### Power grid, run 1

Bar = 50 um. Pins as bars on the die edge.
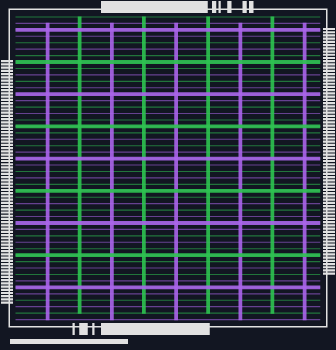
### Placed cells, one color a class, run 1

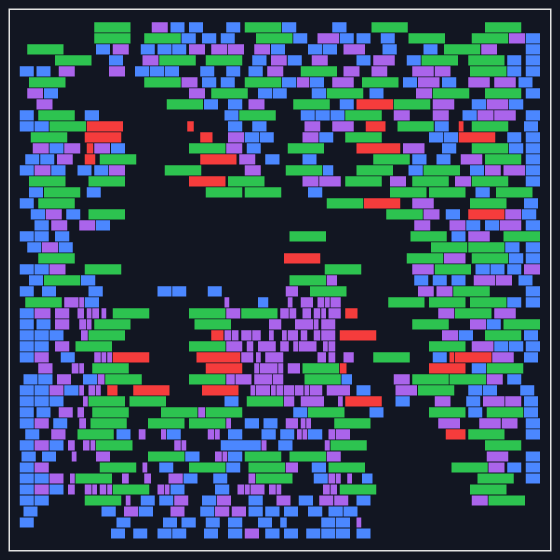
### Clock network drawn from the DEF, run 1

Bar = 50 um.
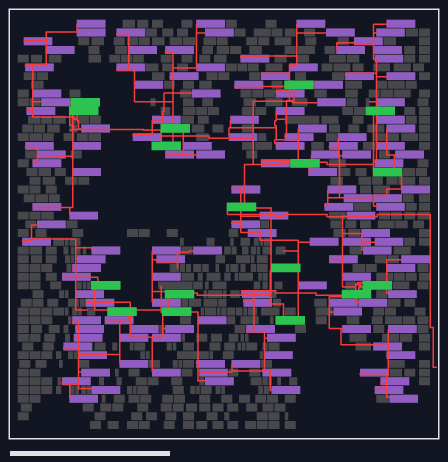
<file path="src/rtl/imem_dmem_arbiter.sv">
// Shares one single-port word memory between instruction fetch (IF) and load/store (D).
// Build option: define ARB_ROUND_ROBIN_EN to alternate grants on contention (default: D wins).
module imem_dmem_arbiter #(
  parameter int LATENCY = 2,
  parameter int ADDR_W  = 32
) (
  input  logic              clk,
  input  logic              rst,
  input  logic              if_req,
  input  logic [ADDR_W-1:0] if_addr,
  output logic              if_ack,
  output logic [31:0]       if_rdata,
  input  logic              d_req,
  input  logic              d_we,
  input  logic [ADDR_W-1:0] d_addr,
  input  logic [31:0]       d_wdata,
  output logic              d_ack,
  output logic [31:0]       d_rdata,
  output logic              d_err,
  output logic              mem_en,
  output logic              mem_we,
  output logic [ADDR_W-1:0] mem_addr,
  output logic [31:0]       mem_wdata,
  input  logic [31:0]       mem_rdata,
  output logic              busy
);

  localparam logic [1:0] S_IDLE   = 2'd0;
  localparam logic [1:0] S_ACCESS = 2'd1;
  localparam logic [1:0] S_RESP   = 2'd2;

  localparam logic       OWN_IF   = 1'b0;
  localparam logic       OWN_D    = 1'b1;

  localparam logic [3:0] CNT_INIT = 4'(LATENCY - 1);

  logic [1:0] state;
  logic [3:0] cnt;
  logic       owner;
  logic       last_grant;
  logic       grant_d;
  logic       d_misaligned;

  assign d_misaligned = (d_addr[1:0] != 2'b00);
  assign busy         = (state != S_IDLE);

  always_comb begin
    grant_d = 1'b0;
`ifdef ARB_ROUND_ROBIN_EN
    // On contention hand the memory to whoever did not have it last.
    grant_d = d_req && (!if_req || (last_grant == OWN_IF));
`else
    grant_d = d_req;
`endif
  end

  always_ff @(posedge clk or posedge rst) begin
    if (rst) begin
      state      <= S_IDLE;
      cnt        <= 4'd0;
      owner      <= OWN_IF;
      last_grant <= OWN_D;
      if_ack     <= 1'b0;
      d_ack      <= 1'b0;
      d_err      <= 1'b0;
      if_rdata   <= 32'h0;
      d_rdata    <= 32'h0;
      mem_en     <= 1'b0;
      mem_we     <= 1'b0;
      mem_addr   <= '0;
      mem_wdata  <= 32'h0;
    end else begin
      case (state)
        S_IDLE: begin
          if (grant_d) begin
            owner <= OWN_D;
            if (d_misaligned) begin
              // Rejected without touching memory; the ack carries the error.
              d_ack <= 1'b1;
              d_err <= 1'b1;
              state <= S_RESP;
            end else begin
              mem_en    <= 1'b1;
              mem_we    <= d_we;
              mem_addr  <= d_addr;
              mem_wdata <= d_wdata;
              cnt       <= CNT_INIT;
              state     <= S_ACCESS;
            end
          end else if (if_req) begin
            owner    <= OWN_IF;
            mem_en   <= 1'b1;
            mem_we   <= 1'b0;
            mem_addr <= if_addr;
            cnt      <= CNT_INIT;
            state    <= S_ACCESS;
          end
        end
        S_ACCESS: begin
          if (cnt == 4'd0) begin
            if (owner == OWN_D) begin
              if (!mem_we) d_rdata <= mem_rdata;
              d_ack <= 1'b1;
            end else begin
              if_rdata <= mem_rdata;
              if_ack   <= 1'b1;
            end
            mem_en <= 1'b0;
            mem_we <= 1'b0;
            state  <= S_RESP;
          end else begin
            cnt <= cnt - 4'd1;
          end
        end
        S_RESP: begin
          if_ack     <= 1'b0;
          d_ack      <= 1'b0;
          d_err      <= 1'b0;
          last_grant <= owner;
          state      <= S_IDLE;
        end
        default: begin
          state  <= S_IDLE;
          mem_en <= 1'b0;
          mem_we <= 1'b0;
        end
      endcase
    end
  end

endmodule

</file>
<file path="config.mk">
export PLATFORM = sky130hd
export DESIGN_NAME = imem_dmem_arbiter
export DESIGN_NICKNAME = d
export VERILOG_FILES = /design/src/rtl/imem_dmem_arbiter.sv
export SDC_FILE = /design/constraint.sdc
export NUM_CORES = 1
export LEC_CHECK = 0
export ABC_AREA = 0
export CORE_MARGIN = 2
export CORE_UTILIZATION = 35
export DETAILED_ROUTE_END_ITERATION = 12
export HOLD_SLACK_MARGIN = 0.03
export PLACE_DENSITY = 0.74
export SLEW_MARGIN = 20
export SYNTH_ARGS = -nofsm -noshare
export SYNTH_HDL_FRONTEND = slang
export SYNTH_SLANG_ARGS = --single-unit
</file>
<file path="constraint.sdc">
create_clock -name clk -period 6.15 [get_ports clk]
set_input_delay 0.9225 -clock clk [delete_from_list [all_inputs] [get_ports clk]]
set_output_delay 0.9225 -clock clk [all_outputs]
set_load 0.01 [all_outputs]
</file>
==> impl_metrics.json, run 1 <==
{
  "n_fill_cell": 1319,
  "fmax_mhz": 352,
  "drc": 0,
  "rsz0062_at_grt": "false",
  "reg2regPathDepth": 6,
  "tool_warnings": 30,
  "met3_usage_pct": 8.03,
  "power_switching_uw": 1350,
  "whs_path_depth": 2,
  "cts_tree": "built",
  "ys_sh_simple_pct": 4.97,
  "place.gp.congestion": 0.756,
  "startpoint": "state[0]$_DFFE_PP0P_",
  "setup_viol": 0,
  "slowest_delay_ns": 0.51,
  "grt.busiest_layer": "met2",
  "comb_area_um2": 2210,
  "path_depth": 4,
  "p_leak_uw": 0.00403,
  "status": "completed",
  "synth-async-reset-ratio_pct": 100,
  "report.power.total_uw": 4490,
  "adder_share_pct": 1.28,
  "pre_cts_ws_ns": 2.82,
  "regArea_um2": 3500,
  "vias_per_cell": 4.69,
  "place_hpwl_um": 11100,
  "lay_top_count": "clkdlybuf4s50_1",
  "htree_levels": 4,
  "use_met2_pct": 30.3,
  "placedCellCount": 886,
  "syn_avg_cell_area_um2": 14.0,
  "io_buffers": 266,
  "wl_met3_um": 1380,
  "netlist-cell-type-count": 34,
  "drive_gt1_share_pct": 19.5,
  "clk_share_pct": 6.19,
  "num-nonclk-buffers": 271,
  "postPlaceCellArea_um2": 8710,
  "seqPwrFrac_pct": 35.7,
  "die-area_um2": 17800,
  "powerComb_uw": 1890,
  "slew_viol_final": 0,
  "ys_seq_share_pct": 59.7,
  "syn_nets": 559,
  "cpLargestDelayFamily": "buffers and inverters",
  "grt_pass1_vias": 4586,
  "nClkBuffers": 21,
  "post_cts_buffers": 0,
  "cap_violations": 0,
  "cts_buffers": 17,
  "cp_slowest_cell": "clkdlybuf4s50_1",
  "top_cell_area_share_pct": 59.7,
  "nonClkBufAreaFrac_pct": 29.1,
  "area_growth_pct": 58.8,
  "start_kind": "flip-flop",
  "end_kind": "primary output",
  "yosysMostFrequentCell": "dfrtp_1",
  "num_antenna_cells": 0,
  "fp_util_pct": 35.6,
  "routedWlPerCell_um": 16.5,
  "comb_area_share_pct": 23.8,
  "finalHoldViolCount": 0,
  "nNetsFinal": 825,
  "nFlopsAndLatches": 140,
  "path_class": "flip-flop to primary output",
  "wl_um": 15100,
  "setup_ws_ns": 3.31,
  "top_power_group": "combinational cells",
  "groute.usage.overall_pct": 17.4,
  "rows": 47,
  "edf_count": 0,
  "setup_tns_ns": 0,
  "inverters": 8,
  "aoi_share_pct": 4.92,
  "ys_warn_count": 0,
  "comb_power_share_pct": 42.2,
  "cellInternalPower_uw": 3140,
  "timing.rr.start": "cnt[0]$_DFFE_PP0P_",
  "p_per_area_nw_per_um2": 482,
  "vias": 4305,
  "first_pass_iters": 4,
  "cts-hold-fix-buffers": 0,
  "drt_iter0_drc": 192,
  "ant_nets": 0,
  "cts_resized": 0
}
Back to the opening pictures, 'Power grid':
[VDD] green
[VSS] purple
met1 rails: 48
met5 straps: 9
Placeable Area: 16500 um2
Die H: 133 um
peak supply drop: 0.288 mV
Die W: 133 um

Back to the opening pictures, 'Placed cells, one color a class':
[flops] green | cells: 140 | share of their area: 39%
[combinational and other logic] purple | cells: 256 | share of their area: 25%
[clock drivers and dummy loads] red | cells: 31 | share of their area: 6.4%
[other buffers and delay cells] blue | cells: 271 | share of their area: 30%
Post-Route Utilization: 56.6%
sequential cell area share: 37.6%
post-route design area: 9320 um2

Back to the opening pictures, 'Clock network drawn from the DEF':
[clock drivers] green | count: 17
[flip-flops] purple | count: 140
[clock wires] red | length: 1770 um
routed clock nets: 18
flops lie: spread over the die
clock share of power: 22.2%
Clock Skew: 0.00793 ns
Late-Pin Clk Latency: 0.42 ns
Clk power: 995 uW

--- run 2 (diff from run 1) ---
clock period = 2.65 ns   (was 6.15 ns; I/O delays follow)
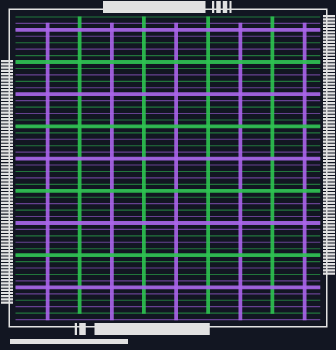
*Power grid, run 2*
Bar = 50 um. Pins as bars on the die edge.
peak supply drop: 0.543 mV

==> run 2 against run 1 <==
Die size is the same. Setup slack lost 3.0 ns. Count of clock-buffer cells in the layout shrank 4. Power grew 130%. Register-to-register slack lost 3.3 ns. Area after synthesis is the same. Core utilization grew 0.32 points. Sequential power grew 130%. Sequential share of layout area shrank 0.21 points. Cell count grew 0.44%. Largest cell class unchanged. Highest routed layer unchanged.
==> impl_metrics.json, run 2 <==
{
  "use_met2_pct": 29.0,
  "cts_buffers": 17,
  "ys_sh_simple_pct": 4.97,
  "ys_seq_share_pct": 59.7,
  "clk_share_pct": 6.17,
  "cpLargestDelayFamily": "buffers and inverters",
  "ctsRootBufferMaster": "clkbuf_16",
  "netlist-cell-type-count": 34,
  "pre_cts_ws_ns": 0.471,
  "report.power.total_uw": 10400,
  "crit_chain": "inv_1, ha_1, inv_1, clkdlybuf4s50_1",
  "comb_area_um2": 2210,
  "drive_gt1_share_pct": 20.2,
  "nClkBuffers": 17,
  "fin_area_um2": 9370,
  "power_switching_uw": 3210,
  "adder_share_pct": 1.28,
  "seq_share_pct": 37.4,
  "drc": 0,
  "cts_tree": "built",
  "startpoint": "state[1]$_DFFE_PP0P_",
  "grt_pass1_wl_um": 24100,
  "syn_nets": 559,
  "rows": 47,
  "pwr-share-clk_pct": 22.2,
  "num-nonclk-buffers": 274,
  "postPlaceCellArea_um2": 8790,
  "p_per_area_nw_per_um2": 1110,
  "nFlopsAndLatches": 140,
  "wl_met3_um": 1030,
  "vias": 4324,
  "setup_viol": 0,
  "status": "completed",
  "cap_violations": 0,
  "fmax_mhz": 435,
  "fin_skew_ns": 0.0107,
  "cellInternalPower_uw": 7180,
  "drt_iter0_drc": 126,
  "tool_warnings": 30,
  "ys_warn_count": 0,
  "min_from": "d_req",
  "place.gp.congestion": 0.743,
  "yosysMostFrequentCell": "dfrtp_1",
  "rsz0062_at_grt": "false",
  "end_kind": "primary output",
  "ant_nets": 0,
  "lay_top_count": "clkdlybuf4s50_1",
  "slowest_delay_ns": 0.51,
  "reg2regPathDepth": 6,
  "finalHoldViolCount": 0,
  "wl_um": 14600,
  "nonClkBufAreaFrac_pct": 29.5,
  "first_pass_iters": 4,
  "num_antenna_cells": 0,
  "grt_use_met1_pct": 20.5,
  "inverters": 8,
  "insertion_delay_ns": 0.42,
  "area_growth_pct": 59.7,
  "whs_path_depth": 2,
  "top_power_group": "combinational cells",
  "path_depth": 4,
  "synth-async-reset-ratio_pct": 100,
  "regArea_um2": 3500,
  "edf_count": 0,
  "clock_power_uw": 2310,
  "die.size.x_um": 133,
  "setup_tns_ns": 0,
  "comb_area_share_pct": 23.6,
  "place_hpwl_um": 10900,
  "cts.sinks": 140,
  "final_util_pct": 56.9,
  "post_cts_buffers": 0,
  "die-height_um": 133,
  "timing.rr.start": "cnt[0]$_DFFE_PP0P_",
  "top_cell_area_share_pct": 59.7,
  "p_leak_uw": 0.00404,
  "setup_ws_ns": 0.349,
  "cp_slowest_cell": "clkdlybuf4s50_1",
  "htree_levels": 4,
  "cts-hold-fix-buffers": 0,
  "nNetsFinal": 828,
  "vias_per_cell": 4.69,
  "slew_viol_final": 0,
  "groute.usage.overall_pct": 17.2,
  "path_class": "flip-flop to primary output",
  "fp_util_pct": 35.6,
  "syn_avg_cell_area_um2": 14.0,
  "seqPwrFrac_pct": 35.6,
  "die-area_um2": 17800,
  "io_buffers": 266,
  "comb_power_share_pct": 42.2
}
--- run 3 (diff from run 2) ---
CAP_MARGIN = 20   (was not set)
CORE_UTILIZATION = 42   (was 35)
PLACE_DENSITY = 0.86   (was 0.74)
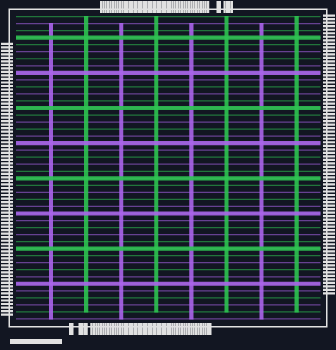
*Power grid, run 3*
Bar = 20 um. Pins as bars on the die edge.
Die H: 122 um
peak supply drop: 0.521 mV
Placeable Area: 13800 um2

==> run 3 against run 2 <==
Die size decreased by 16%. Power increased by 0.66%. Global-route usage increased by 3.6 points. Via count increased by 1.4%. Critical path depth unchanged. Register-to-register slack about the same. Fmax increased by 1.1%. Cell area decreased by 0.76%. Synthesized cell count unchanged. Cell count decreased by 4.6%. Area after synthesis unchanged.
==> impl_metrics.json, run 3 <==
{
  "status": "completed",
  "ys_cells": 420,
  "ys_seq_share_pct": 59.7,
  "top_cell_area_share_pct": 59.7,
  "nFlopsAndLatches": 140,
  "start_kind": "flip-flop",
  "largest_cell_class": "registers",
  "wl_met1_um": 5670,
  "clk_share_pct": 6.28,
  "slew_viol_final": 0,
  "ys_chip_area_um2": 5870,
  "num-nonclk-buffers": 272,
  "arrival_ns": 1.88,
  "reg2regPathDepth": 6,
  "cts_resized": 0,
  "ys_sh_simple_pct": 4.97,
  "setup_viol": 0,
  "ys_sh_mux_pct": 26.3,
  "htree_levels": 4,
  "cts_tree": "built",
  "regArea_um2": 3500,
  "path_class": "flip-flop to primary output",
  "worstHoldEndpoint": "mem_addr[0]$_DFFE_PP0P_",
  "met3_usage_pct": 8.50,
  "crit_chain": "inv_1, ha_1, inv_1, clkdlybuf4s50_1",
  "worstHoldPathType": "flip-flop to flip-flop",
  "syn_avg_cell_area_um2": 14.0,
  "io_buffers": 266,
  "final_util_pct": 67.5,
  "relSlewSlack_pct": 43.7,
  "p_per_area_nw_per_um2": 1120,
  "cts-hold-fix-buffers": 0,
  "startpoint": "state[0]$_DFFE_PP0P_",
  "drive_gt1_share_pct": 19.9,
  "syn_nets": 559,
  "nClkBuffers": 19,
  "netlist-cell-type-count": 34,
  "dr.max_layer_used": "met4",
  "pwr-share-clk_pct": 22.2,
  "post_cts_buffers": 0,
  "drc": 0,
  "grt.busiest_layer": "met2",
  "nonClkBufAreaFrac_pct": 29.5,
  "fmax_mhz": 439,
  "seq_share_pct": 37.7,
  "nNetsFinal": 826,
  "syn_area_um2": 5870,
  "synth-async-reset-ratio_pct": 100,
  "antenna_found_initial": 0,
  "power_switching_uw": 3190,
  "min_from": "mem_addr[0]$_DFFE_PP0P_",
  "synth_xor_xnor_area_share_pct": 0,
  "ys_dominant_reg_cell": "dfrtp_1",
  "n_fill_cell": 1006,
  "reg2reg_slack_ns": 0.44,
  "cp_max_fo": 8,
  "wl_um": 15300,
  "seqPwrFrac_pct": 35.6,
  "grt_pass1_wl_um": 23800,
  "insertion_delay_ns": 0.41,
  "ys_warn_count": 0,
  "routedWlPerCell_um": 17.4,
  "multi_input_comb_cells": 248,
  "lay_top_count": "clkdlybuf4s50_1",
  "grt_use_met1_pct": 22.6,
  "tapCellCount": 180,
  "fin_crit_sh_pct": 85.9,
  "timing.rr.start": "cnt[0]$_DFFE_PP0P_",
  "end_kind": "primary output",
  "vias_per_cell": 4.98,
  "report.power.total_uw": 10500,
  "cellInternalPower_uw": 7270,
  "top_area_cell": "dfrtp_1",
  "fin_area_um2": 9300,
  "cap_violations": 0,
  "rows": 43,
  "logic_family": "multiplexers",
  "grt_max_degree": 141,
  "ctsRootBufferMaster": "clkbuf_16",
  "cp_common_cell": "inv_1",
  "cp_slowest_cell": "clkdlybuf4s50_1",
  "die-area_um2": 14900,
  "groute.usage.overall_pct": 20.8,
  "comb_area_share_pct": 23.8,
  "yosysMostFrequentCell": "dfrtp_1",
  "p_leak_uw": 0.00404,
  "comb_power_share_pct": 42.2,
  "tool_warnings": 32,
  "vias": 4384,
  "fp_util_pct": 42.6,
  "comb_area_um2": 2210,
  "drt_iter0_drc": 249,
  "setup_tns_ns": 0,
  "place.gp.congestion": 0.742,
  "cts_buffers": 17,
  "aoi_share_pct": 4.92,
  "layout_top_cells": "clkdlybuf4s50_1, dfrtp_1, mux2_2, nand2_1",
  "clock_power_uw": 2320,
  "area_leaders": "dfrtp_1, mux2_2, mux2_4",
  "grt_pass1_vias": 4651,
  "area_growth_pct": 58.5,
  "cpLargestDelayFamily": "buffers and inverters",
  "fin_skew_ns": 0.00764,
  "place_hpwl_um": 11300,
  "inverters": 8,
  "die.size.x_um": 122,
  "whs_path_depth": 2,
  "top_power_group": "combinational cells",
  "num_antenna_cells": 0,
  "edf_count": 0,
  "path_depth": 4,
  "first_pass_iters": 6,
  "rsz0062_at_grt": "false",
  "period_minus_slack_ns": 2.28,
  "grt_overflow": 0,
  "worstMarginPinSlew_ns": 0.844,
  "crit_buf_inv": 3,
  "ant_nets": 0,
  "fin_hold_ws_ns": 0.463,
  "cts.sinks": 140,
  "postPlaceCellArea_um2": 8720,
  "wl_met3_um": 1590,
  "critPathCapture": "busy",
  "pre_cts_ws_ns": 0.449,
  "use_met2_pct": 35.6,
  "slowest_delay_ns": 0.51,
  "placedCellCount": 848,
  "fin_cells": 880,
  "finalHoldViolCount": 0,
  "powerComb_uw": 4420,
  "setup_ws_ns": 0.373,
  "adder_share_pct": 1.28
}
No activity file was given, so power comes from the tool's default toggle rates.
